==> src/rtl/cpu_pkg.sv <==
// Shared encodings for the 8-bit CPU: opcodes, sequencer micro-steps and the
// control-word bit layout that the PC, RAM, ALU and IR blocks decode from.
package cpu_pkg;

   localparam logic [3:0] OP_NOP = 4'h0;
   localparam logic [3:0] OP_LDA = 4'h1;
   localparam logic [3:0] OP_ADD = 4'h2;
   localparam logic [3:0] OP_SUB = 4'h3;
   localparam logic [3:0] OP_STA = 4'h4;
   localparam logic [3:0] OP_LDI = 4'h5;
   localparam logic [3:0] OP_JMP = 4'h6;
   localparam logic [3:0] OP_JC  = 4'h7;
   localparam logic [3:0] OP_JZ  = 4'h8;
   localparam logic [3:0] OP_OUT = 4'hE;
   localparam logic [3:0] OP_HLT = 4'hF;

   localparam logic [2:0] T0 = 3'd0;
   localparam logic [2:0] T1 = 3'd1;
   localparam logic [2:0] T2 = 3'd2;
   localparam logic [2:0] T3 = 3'd3;
   localparam logic [2:0] T4 = 3'd4;

   typedef enum logic [3:0] {
      CW_OUT_IN  = 4'd0,
      CW_FLAG_IN = 4'd1,
      CW_ALU_SUB = 4'd2,
      CW_ALU_OUT = 4'd3,
      CW_B_IN    = 4'd4,
      CW_A_OUT   = 4'd5,
      CW_A_IN    = 4'd6,
      CW_IR_OUT  = 4'd7,
      CW_IR_IN   = 4'd8,
      CW_RAM_IN  = 4'd9,
      CW_RAM_OUT = 4'd10,
      CW_MAR_IN  = 4'd11,
      CW_PC_IN   = 4'd12,
      CW_PC_INC  = 4'd13,
      CW_PC_OUT  = 4'd14
   } cw_bit_e;

   localparam int CW_W = 15;
   typedef logic [CW_W-1:0] ctrl_word_t;

   function automatic ctrl_word_t cw(input cw_bit_e b);
      ctrl_word_t w;
      w    = '0;
      w[b] = 1'b1;
      return w;
   endfunction

   function automatic logic op_is_legal(input logic [3:0] op);
      return (op <= OP_JZ) || (op == OP_OUT) || (op == OP_HLT);
   endfunction

endpackage

==> src/rtl/ir_sequencer_decode.sv <==
// Combinational micro-step decode: (step, opcode, flags) -> control word,
// plus whether this step ends the instruction and whether it requests halt.
module ir_sequencer_decode
   import cpu_pkg::*;
#(
   parameter bit HALT_ON_ILLEGAL = 1'b0
) (
   input  logic [2:0]  step,
   input  logic [3:0]  opcode,
   input  logic        cf,
   input  logic        zf,
   output ctrl_word_t  ctrl,
   output logic        last_step,
   output logic        halt_req
);

   logic is_nop;

   // NOP-like opcodes end at T1, so the opcode is consulted there only for length.
   assign is_nop = (opcode == OP_NOP) || (!HALT_ON_ILLEGAL && !op_is_legal(opcode));

   always_comb begin
      ctrl      = '0;
      last_step = 1'b0;
      halt_req  = 1'b0;
      case (step)
         T0: ctrl = cw(CW_PC_OUT) | cw(CW_MAR_IN);
         T1: begin
            ctrl      = cw(CW_RAM_OUT) | cw(CW_IR_IN) | cw(CW_PC_INC);
            last_step = is_nop;
         end
         T2, T3, T4: begin
            case (opcode)
               OP_LDA, OP_STA: begin
                  if (step == T2) begin
                     ctrl = cw(CW_IR_OUT) | cw(CW_MAR_IN);
                  end else begin
                     if (step == T3)
                        ctrl = (opcode == OP_LDA) ? (cw(CW_RAM_OUT) | cw(CW_A_IN))
                                                  : (cw(CW_A_OUT) | cw(CW_RAM_IN));
                     last_step = 1'b1;
                  end
               end
               OP_ADD, OP_SUB: begin
                  if (step == T2) begin
                     ctrl = cw(CW_IR_OUT) | cw(CW_MAR_IN);
                  end else if (step == T3) begin
                     ctrl = cw(CW_RAM_OUT) | cw(CW_B_IN);
                  end else begin
                     ctrl = cw(CW_ALU_OUT) | cw(CW_A_IN) | cw(CW_FLAG_IN);
                     if (opcode == OP_SUB)
                        ctrl = ctrl | cw(CW_ALU_SUB);
                     last_step = 1'b1;
                  end
               end
               OP_LDI: begin
                  if (step == T2) ctrl = cw(CW_IR_OUT) | cw(CW_A_IN);
                  last_step = 1'b1;
               end
               OP_JMP: begin
                  if (step == T2) ctrl = cw(CW_IR_OUT) | cw(CW_PC_IN);
                  last_step = 1'b1;
               end
               OP_JC: begin
                  if (step == T2 && cf) ctrl = cw(CW_IR_OUT) | cw(CW_PC_IN);
                  last_step = 1'b1;
               end
               OP_JZ: begin
                  if (step == T2 && zf) ctrl = cw(CW_IR_OUT) | cw(CW_PC_IN);
                  last_step = 1'b1;
               end
               OP_OUT: begin
                  if (step == T2) ctrl = cw(CW_A_OUT) | cw(CW_OUT_IN);
                  last_step = 1'b1;
               end
               OP_HLT: begin
                  halt_req  = (step == T2);
                  last_step = 1'b1;
               end
               OP_NOP: last_step = 1'b1;
               default: begin
                  halt_req  = HALT_ON_ILLEGAL && (step == T2);
                  last_step = 1'b1;
               end
            endcase
         end
         default: last_step = 1'b1;
      endcase
   end

endmodule

==> src/rtl/ir_sequencer.sv <==
// CPU sequencer: T0..T4 step counter with early termination, sticky halt,
// and gating of the decoded control word onto the individual bus strobes.
module ir_sequencer
   import cpu_pkg::*;
#(
   parameter bit HALT_ON_ILLEGAL = 1'b0
) (
   input  logic       clk,
   input  logic       rst_n,
   input  logic [3:0] ir_ins,
   input  logic       cf,
   input  logic       zf,
   output logic       pc_out,
   output logic       pc_inc,
   output logic       pc_in,
   output logic       mar_in,
   output logic       ram_out,
   output logic       ram_in,
   output logic       ir_in,
   output logic       ir_out,
   output logic       a_in,
   output logic       a_out,
   output logic       b_in,
   output logic       alu_out,
   output logic       alu_sub,
   output logic       flag_in,
   output logic       out_in,
   output logic       halted,
   output logic [2:0] t_step
);

   logic [2:0] t_step_reg;
   logic [2:0] t_step_next;
   logic       halted_reg;
   logic       halted_next;
   ctrl_word_t ctrl;
   ctrl_word_t ctrl_gated;
   logic       last_step;
   logic       halt_req;

   ir_sequencer_decode #(
      .HALT_ON_ILLEGAL (HALT_ON_ILLEGAL)
   ) u_decode (
      .step      (t_step_reg),
      .opcode    (ir_ins),
      .cf        (cf),
      .zf        (zf),
      .ctrl      (ctrl),
      .last_step (last_step),
      .halt_req  (halt_req)
   );

   always_comb begin
      t_step_next = t_step_reg + 3'd1;
      halted_next = halted_reg;
      if (halted_reg) begin
         t_step_next = T0;
      end else begin
         if (last_step || t_step_reg >= T4)
            t_step_next = T0;
         if (halt_req)
            halted_next = 1'b1;
      end
   end

   always_ff @(posedge clk or negedge rst_n) begin
      if (!rst_n) begin
         t_step_reg <= T0;
         halted_reg <= 1'b0;
      end else begin
         t_step_reg <= t_step_next;
         halted_reg <= halted_next;
      end
   end

   // T0 decodes to fetch strobes, so reset itself must mask them as well as halt.
   assign ctrl_gated = (rst_n && !halted_reg) ? ctrl : '0;

   assign pc_out  = ctrl_gated[CW_PC_OUT];
   assign pc_inc  = ctrl_gated[CW_PC_INC];
   assign pc_in   = ctrl_gated[CW_PC_IN];
   assign mar_in  = ctrl_gated[CW_MAR_IN];
   assign ram_out = ctrl_gated[CW_RAM_OUT];
   assign ram_in  = ctrl_gated[CW_RAM_IN];
   assign ir_in   = ctrl_gated[CW_IR_IN];
   assign ir_out  = ctrl_gated[CW_IR_OUT];
   assign a_in    = ctrl_gated[CW_A_IN];
   assign a_out   = ctrl_gated[CW_A_OUT];
   assign b_in    = ctrl_gated[CW_B_IN];
   assign alu_out = ctrl_gated[CW_ALU_OUT];
   assign alu_sub = ctrl_gated[CW_ALU_SUB];
   assign flag_in = ctrl_gated[CW_FLAG_IN];
   assign out_in  = ctrl_gated[CW_OUT_IN];
   assign halted  = halted_reg;
   assign t_step  = t_step_reg;

endmodule

==> config.mk <==
export PLATFORM = sky130hd
export DESIGN_NAME = ir_sequencer
export DESIGN_NICKNAME = d
export VERILOG_FILES = /design/src/rtl/cpu_pkg.sv /design/src/rtl/ir_sequencer_decode.sv /design/src/rtl/ir_sequencer.sv
export SDC_FILE = /design/constraint.sdc
export NUM_CORES = 1
export LEC_CHECK = 0
export CAP_MARGIN = 40
export CORE_UTILIZATION = 30
export CTS_CLUSTER_DIAMETER = 200
export DETAILED_ROUTE_END_ITERATION = 10
export PLACE_DENSITY = 0.59
export SLEW_MARGIN = 20
export SYNTH_ARGS = -nofsm -noshare
export SYNTH_HDL_FRONTEND = slang
export SYNTH_SLANG_ARGS = --single-unit
==> constraint.sdc <==
create_clock -name clk -period 1.79 [get_ports clk]
set_input_delay 0.4475 -clock clk [delete_from_list [all_inputs] [get_ports clk]]
set_output_delay 0.4475 -clock clk [all_outputs]
set_load 0.02 [all_outputs]
Fig. 1: run 1, cell classes on the final placement
(8 px per um) Fill, decap, tap and diode cells in gray.
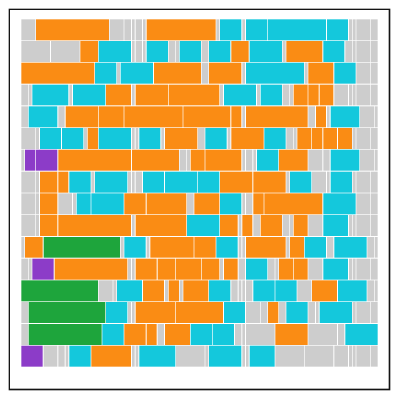
all other logic: drawn in orange, cells 76, share of their area 52%. other buffers and delay cells: drawn in cyan, cells 64, share of their area 39%. clock drivers and dummy loads: drawn in purple, cells 4, share of their area 1.8%. flip-flops: drawn in green, cells 4, share of their area 7.0%.

Fig. 2: run 1, clock distribution
(12 px per um)
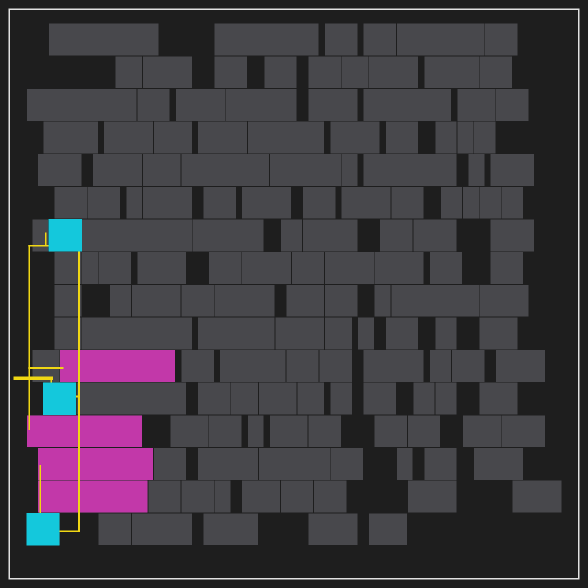
cells driving clock nets: drawn in cyan, count 3. flip-flops: drawn in magenta, count 4. clock wires: drawn in yellow, length 62.4 um.
There are 4 routed clock nets.

Fig. 3: run 1, layout detail
Window x 11 to 36, y 11 to 36 um. Cells in gray, sequential cells in the stronger gray; small squares are vias.
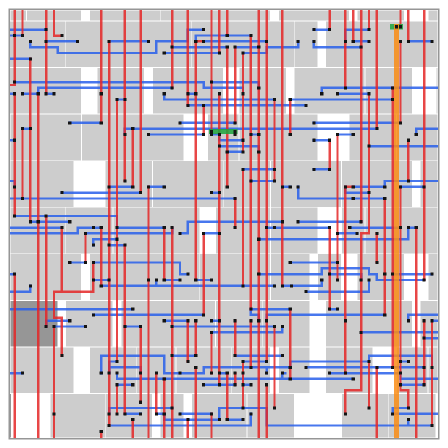
met2: drawn in red. met3: drawn in green. met4: drawn in orange. met1: drawn in blue.
Most frequent: buf_4 (13), buf_6 (5), nor3_1 (3). Sequential cells in the window: 0. 54 logic cells have their middle in the window.

==> design notes, run 1 <==
The tools report the initial detailed-routing violation count as 10. The layer flagged by global routing as most heavily used is met2. The run gives 87 as the cell count listed in synth_stat.txt.

The share of the core filled with cells is 0.784, and the actual slew at the worst max-slew pin is 0.381 ns. The number of hold buffers added after CTS was 0. The first detailed-routing pass ran for 4 iterations. The internal power component is 0.795 mW, and the leakage power is 0.686 nW. The fraction of area in multi-input gates works out to 0.490. Met1 layer usage reported by global route: 0.242. With the DRC violations left at 0, the number of logic gates is 70. For the combinational share of power, the log shows 0.783. The area share of the largest cell type after synthesis was 0.162.

Per the timing report, the most critical flop-to-flop path originates at t_step[0]$_DFF_PN0_. Most numerous cell on the critical path: ha_4. The run finished, with violations left. The area growth from synthesis to layout is 147%.

The global routing usage summed across all routing layers came out at 0.206. After detailed routing, the met3 layer carries 57 um of wire. For the total vias in the final route, the log shows 842. Power comes to 1.38 mW. The clock reaches the later pin of the worst-skew pair after 0.24 ns. Dominant logic cell type in the layout: buf_4. The largest clock skew in the final design is 0.0126 ns, and the setup slack at placement is -1.05 ns.

During synthesis, Yosys emitted a total of 0 warnings. The run gives 0.746 as the worst max-slew margin expressed relative to the limit. The path class of the lowest-slack min-delay path is in -> async. The tools report the met1 routed wirelength after detailed routing as 884 um.

Per the layout area report, the register area comes to 104 um^2. In this run the standard cell core region covers 1940 um^2. The global-route track usage on met3 came out at 0. TritonCTS built the clock tree. TritonRoute output was used to compute an average wire per cell of 12.9 um.

The net switching power figure was 0.584 mW; the cell count after synthesis was 87. The netlist area before placement is 617 um^2, and the I/O pin count is 27. The mean area per synthesized cell works out to 7.09 um^2. The fraction of area in clock buffers and inverters was 0.0173; the post-route fraction of the period consumed by the critical path was 1.24.

The group drawing the most power is combinational logic. Clock group share of total power: 0.088. STA classifies the critical path endpoint as an output pin. The master of the slowest instance on the critical path was dfrtp_2. The area of the synthesized netlist per yosys stat was 617 um^2. The horizontal die size is 47.3 um. The run gives 761 for the via count of the first global-routing pass. The most used flip-flop cell after synthesis is dfrtp_1. Leaving out the clock tree, the finished layout contains an inverter count of 6. The sequential fraction of total cell area came out at 0.0683. The post-synthesis cell type count came out at 36. The net switching share of the total power was 0.424; the filler cell count in the final layout was 147.

Per the CTS log, the root buffer master is clkbuf_4. With the number of enable-type register cells in the synthesized netlist at 0, the total detailed-routing wirelength is 2.26 mm. The total of plain and repair buffers excluding clock buffers came out at 64. There are 4 flip-flops and latches. The combinational logic power came out at 1.08 mW. Counting cells, the worst reg-to-reg path comes to 8.

The run gives 2 for the maximum root-to-sink buffer count. The clock slew seen by the registers of the worst setup and hold paths is 0.04 ns, and the post-cts repair resize count is 120. In this run the worst setup path begins at t_step[1]$_DFF_PN0_. Among all stages on the critical path, the maximum delay recorded is 0.46 ns. Sorting the synthesized cells by how often they occur yields 8 x nor2_1, 7 x nor3_1, 6 x inv_1, 6 x nand2_1, 6 x nor2b_1.

The final weighted congestion in routability-driven placement was 0.789. The number of max-capacitance violations reported is 0. The maximum clock frequency is 450 MHz, and the maximum fanout along the worst path is 5.

Summing all multi-input logic gate instances after layout gives 746 um^2. The checks that failed: setup timing. Setup repair after global routing could not meet its margin everywhere. The tools report the required time at the endpoint of the critical path as 1.34 ns. In the layout the commonest cells are 36 x buf_4, 15 x buf_6, 5 x nor3_1, 5 x ha_4. Detail-routed via count per cell: 4.81. At floorplan, the net count of the design was reported as 100. The signal on the critical path passes through ha_4 > ha_4 > a211o_4 > nand2_8 > buf_12 > nor3_4 > buf_6.

The final critical-path setup slack was -0.431 ns. The tools report the type of element launching the critical path as a flop. Clock buffers in the final layout number 4. The final max-slew violation count was 0. The run gives 162 as the final net count. Among all cell classes, the greatest summed area belongs to combinational gates. The setup path with the least slack is of type reg -> out. The final hold violation count recorded for this run is 0. With the arrival time reported for the critical path endpoint at 1.77 ns, the final number of setup-violating endpoints is 17. The clock net in this run drives a total of 4 sinks. The post-layout minimum cycle time was 2.22 ns; the number of warning messages in the logs was 32. The async set-or-reset flop fraction in the synthesized netlist works out to 1.00. 0 antenna diodes ended up in the layout. Non-clock buffering overhead in the final layout: 0.384. The met2 wirelength from detailed routing is 1.29 mm. On the final layout, the worst hold slack is 0.106 ns. After legalization and detailed placement, the total HPWL measured 1.65 mm.

The count of buffers added on input and output ports is 26. The run gives 0.162 for the sequential cell area fraction in the yosys report. The kind of cell adding the most delay to the critical path is flip-flops. Summed over all layers, the global routing overflow is 0.

Termination of the worst setup path: out_in. The run gives 47.3 um for the die height. Dividing total power by cell area gives a power density of 906 nW/um^2. The main area contributors are dfrtp_1 16%, ha_1 10%, nor2b_1 6.1%.

The starting utilization of the core area came out at 0.318. The remaining antenna violation count after routing was 0. The count of H-tree levels built during CTS is 1.

The worst register-to-register path has a setup slack of -0.21 ns. According to the tapcell log, the count of inserted taps is 27. Sequential cells consume a total of 0.176 mW.

The met2 track utilization from global routing is 0.386. For the clock buffer count from CTS, the log shows 3. The number of antenna violations at the first check in global routing was 0; the fraction of layout cells with a size suffix above 1 was 0.662.

The run gives 3 for the flip-flop count of the largest register after layout. The floorplan has 16 rows. The critical path contains buffers and inverters numbering 2 combined.

The number of setup buffers added after CTS is 6. The chip occupies 2240 um^2.
run 1: cell families (layout without fill, tap and decap cells):
logic type | Yosys count | count (layout) | share of synthesized area
and+or+nand+nor | 46 | 46 | 0.416
AOI/OAI and AO/OA | 17 | 17 | 0.195
buffers and inverters | 13 | 74 | 0.0974
adders and majority gates | 5 | 5 | 0.101
DFF | 4 | 4 | 0.162
xor gates and xnor gates | 2 | 2 | 0.0284
run 1: metrics by stage:
stage	setup TNS, ns	std cells	cell area [um^2]
2_1_floorplan	-0.606	87	761
3_3_place_gp	-14.59	162	1230
3_5_place_dp	-14.75	162	1230
4_1_cts	-4.61	172	1430
5_1_grt	-5.85	175	1520
6_report	-4.90	175	1520
--- run 2 (diff from run 1) ---
--- a/config.mk
+++ b/config.mk
@@ -5,7 +5,7 @@
 export SDC_FILE = /design/constraint.sdc
 export NUM_CORES = 1
 export LEC_CHECK = 0
-export CAP_MARGIN = 40
+export ABC_CLOCK_PERIOD_IN_PS = 1790
 export CORE_UTILIZATION = 30
 export CTS_CLUSTER_DIAMETER = 200
 export DETAILED_ROUTE_END_ITERATION = 10
Fig. 4: run 2, layout detail
Window x 11 to 36, y 11 to 36 um. Cells in gray, sequential cells in the stronger gray; small squares are vias.
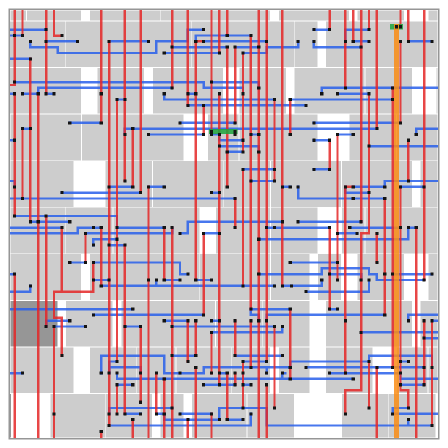
met4: drawn in orange. met3: drawn in green. met2: drawn in red. met1: drawn in blue.
54 logic cells have their middle in the window. Sequential cells in the window: 0. Most frequent: buf_4 (13), buf_6 (5), nor3_1 (3).

Fig. 5: run 2, clock distribution
(12 px per um)
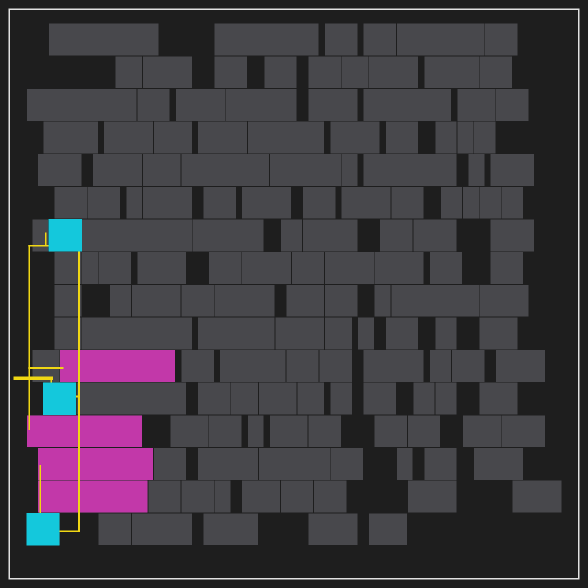
cells driving clock nets: drawn in cyan, count 3. flip-flops: drawn in magenta, count 4. clock wires: drawn in yellow, length 62.4 um.
There are 4 routed clock nets. Position of the flops: bottom left.

Fig. 6: run 2, the clock network
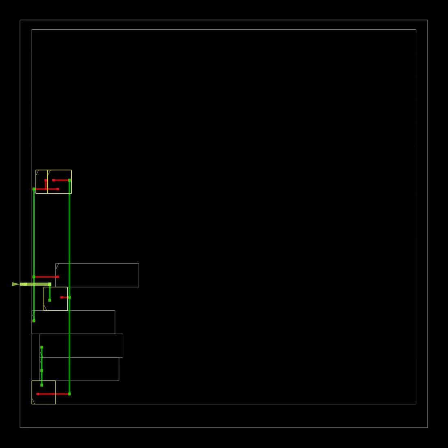
CTS buffer count: 3
clock sink count: 4
flip-flops: 4
latest clock arrival within the worst-skew pair: 0.24 ns
worst clock skew: 0.0126 ns

==> run 2 against run 1 <==
  * The flow still finishes with violations (setup timing)
  * Largest power group unchanged
  * Critical path depth unchanged
  * Count of clock-buffer cells in the layout unchanged
  * Final cell count unchanged
  * Flip-flop count unchanged
  * Largest cell class unchanged
  * Critical endpoint unchanged
  * Synthesized area unchanged
==> design notes, run 2 <==
The tools report the register-to-register path setup slack as -0.21 ns (about the same). Area of the synthesized netlist per yosys stat: 617 um^2 (unchanged). The final reports fail on setup timing. The tools report the netlist area before placement as 617 um^2 (unchanged). The final weighted congestion in routability-driven placement was 0.789 (unchanged); the detailed-routed wire length on met3 was 57 um (unchanged).

The cell count after synthesis was 87 (unchanged); the starting utilization of the core area was 0.318 (unchanged). With the area fraction in compound gates after synthesis at 0.195 (unchanged), the number of hold-slack violations in the final timing report is 0 (unchanged). The number of enable-type register cells in the synthesized netlist was 0 (unchanged); the wire length of the first global-routing pass was 3.22 mm. The sequential fraction of total cell area was 0.0683 (unchanged); the sequential cell area was 104 um^2 (unchanged). The sequential cell area fraction in the yosys report was 0.162 (unchanged).

For the worst max-slew margin expressed relative to the limit, the log shows 0.746 (unchanged). The run gives 0.162 (unchanged) for the area share of the largest cell type after synthesis. TritonCTS built the clock tree. The element type at the critical path end was an output pin. The count of warnings emitted by yosys was 0 (unchanged). The mean area per synthesized cell came out at 7.09 um^2 (unchanged). The total detailed-routing wirelength is 2.26 mm (unchanged). The placement row count was 16 (unchanged); the mux share of post-synthesis cell area was 0 (unchanged). The count of buffers inserted at the top-level ports was 26 (unchanged). The total of plain and repair buffers excluding clock buffers came out at 64 (unchanged).

The run finished, with violations left. With the remaining antenna violation count after routing at 0 (unchanged), the number of antenna violations at the first check in global routing is 0 (unchanged). In the layout the commonest cells are 36 x buf_4, 15 x buf_6, 5 x nor3_1, 5 x ha_4.

With the met2 track utilization from global routing at 0.386 (unchanged), the clock slew seen by the registers of the worst setup and hold paths is 0.04 ns (about the same). Global-route track usage on met3: 0 (unchanged). The launching instance or port of the critical path is t_step[1]$_DFF_PN0_.

The fraction of area in clock buffers and inverters is 0.0173 (unchanged). Horizontal die size: 47.3 um (unchanged). For the met1 routed wirelength after detailed routing, the log shows 884 um (unchanged). The first-pass iteration count of the detailed router was 4 (unchanged). The number of warning messages in the logs is 32 (unchanged). The layout overhead on the synthesized area came out at 147% (unchanged). The tools report the total number of tap cells as 27 (unchanged). Met1 layer usage reported by global route: 0.242 (unchanged). The run gives 147 (unchanged) as the filler cell count in the final layout. Critical register-to-register path startpoint: t_step[0]$_DFF_PN0_. The run gives 1 (unchanged) as the count of H-tree levels built during CTS. The tools report the met2 wirelength from detailed routing as 1.29 mm (unchanged).

The logs give 761 (unchanged) for the via count of the first global-routing pass and 162 (unchanged) for the instance count after placement with tap cells included. The number of cells on the worst reg-to-reg path is 8 (unchanged), and the final HPWL from detailed placement is 1.65 mm (unchanged). The tools report the initial detailed-routing violation count as 10 (unchanged).

Setup repair after global routing could not meet its margin everywhere. The arrival time reported for the critical path endpoint was 1.77 ns (about the same); the final critical-path setup slack was -0.431 ns (unchanged). The post-route fraction of the period consumed by the critical path came out at 1.24 (unchanged). The areal power density over the cells is 906 nW/um^2 (unchanged). The flip-flop count of the largest register after layout was 3 (unchanged). The most heavily used metal layer in global routing is met2. The tools report the number of max-capacitance violations reported as 0 (unchanged). For the final net count, the log shows 162 (unchanged). Most used flip-flop cell after synthesis: dfrtp_1. The post-layout minimum cycle time is 2.22 ns (unchanged). The run gives 0 (unchanged) as the count of hold-fix buffers inserted at cts. With the share of the core filled with cells at 0.784 (unchanged), the post-synthesis share of cell area spent on full adders, half adders and majority gates is 0.101 (unchanged). The wire length per cell works out to 12.9 um (unchanged). The run gives 87 (unchanged) as the cell count listed in synth_stat.txt.

Total core area: 1940 um^2 (unchanged). The final max-slew violation count is 0 (unchanged). Yosys shows that the main logic family after synthesis is simple AND/OR/NAND/NOR gates. The run gives -1.05 ns (unchanged) as the setup slack at placement. The fraction of layout cells with a size suffix above 1 came out at 0.662 (unchanged). The tools report the die area as 2240 um^2 (unchanged). The maximum clock frequency was 450 MHz (unchanged); the simple-gate portion of the synthesized area was 0.416 (unchanged).

The largest contributor to cell area by class was combinational gates. The path class of the lowest-slack min-delay path is in -> async. Fraction of area in multi-input gates: 0.490 (unchanged).

The synthesis run shows the most used standard cells to be 8 x nor2_1, 7 x nor3_1, 6 x inv_1, 6 x nand2_1, 6 x nor2b_1. The number of antenna repair diodes is 0 (unchanged). Number of non-clock inverters: 6 (unchanged). The critical path is of the reg -> out type.

The final number of setup-violating endpoints came out at 17 (unchanged). The clock root buffer was clkbuf_4. Sorting the synthesized cells by area gives the leading types as dfrtp_1 16%, ha_1 10%, nor2b_1 6.1%. The net count entering floorplan came out at 100 (unchanged). The total vias in the final route came out at 842 (unchanged).

The run gives 0.686 nW (unchanged) for the leakage power.
[run 2: cell counts after synthesis]
No cell type changed its count.
[run 2: repair_timing]
| action | in CTS | in global routing |
|---|---|---|
| endpoints found under the setup margin | 19 | 20 |
| pin swaps | 12 | 10 |
| resized | 120 | 18 |
| setup buffers | 6 | 3 |
[run 2: worst max-delay path, stage by stage (launching register included)]
cell and delay [ns]:
dfrtp_2 0.46, ha_4 0.19, ha_4 0.17, a211o_4 0.35, nand2_8 0.10, buf_12 0.12, nor3_4 0.03, buf_6 0.13
[run 2: power by group]
part / internal [mW] / switching [mW] / leakage (nW)
Combinational: 0.584 / 0.496 / 0.623
Sequential: 0.127 / 0.0496 / 0.0482
Clock: 0.0837 / 0.0382 / 0.0150
Power figures rest on the tool's default switching activity, not on a simulated workload.
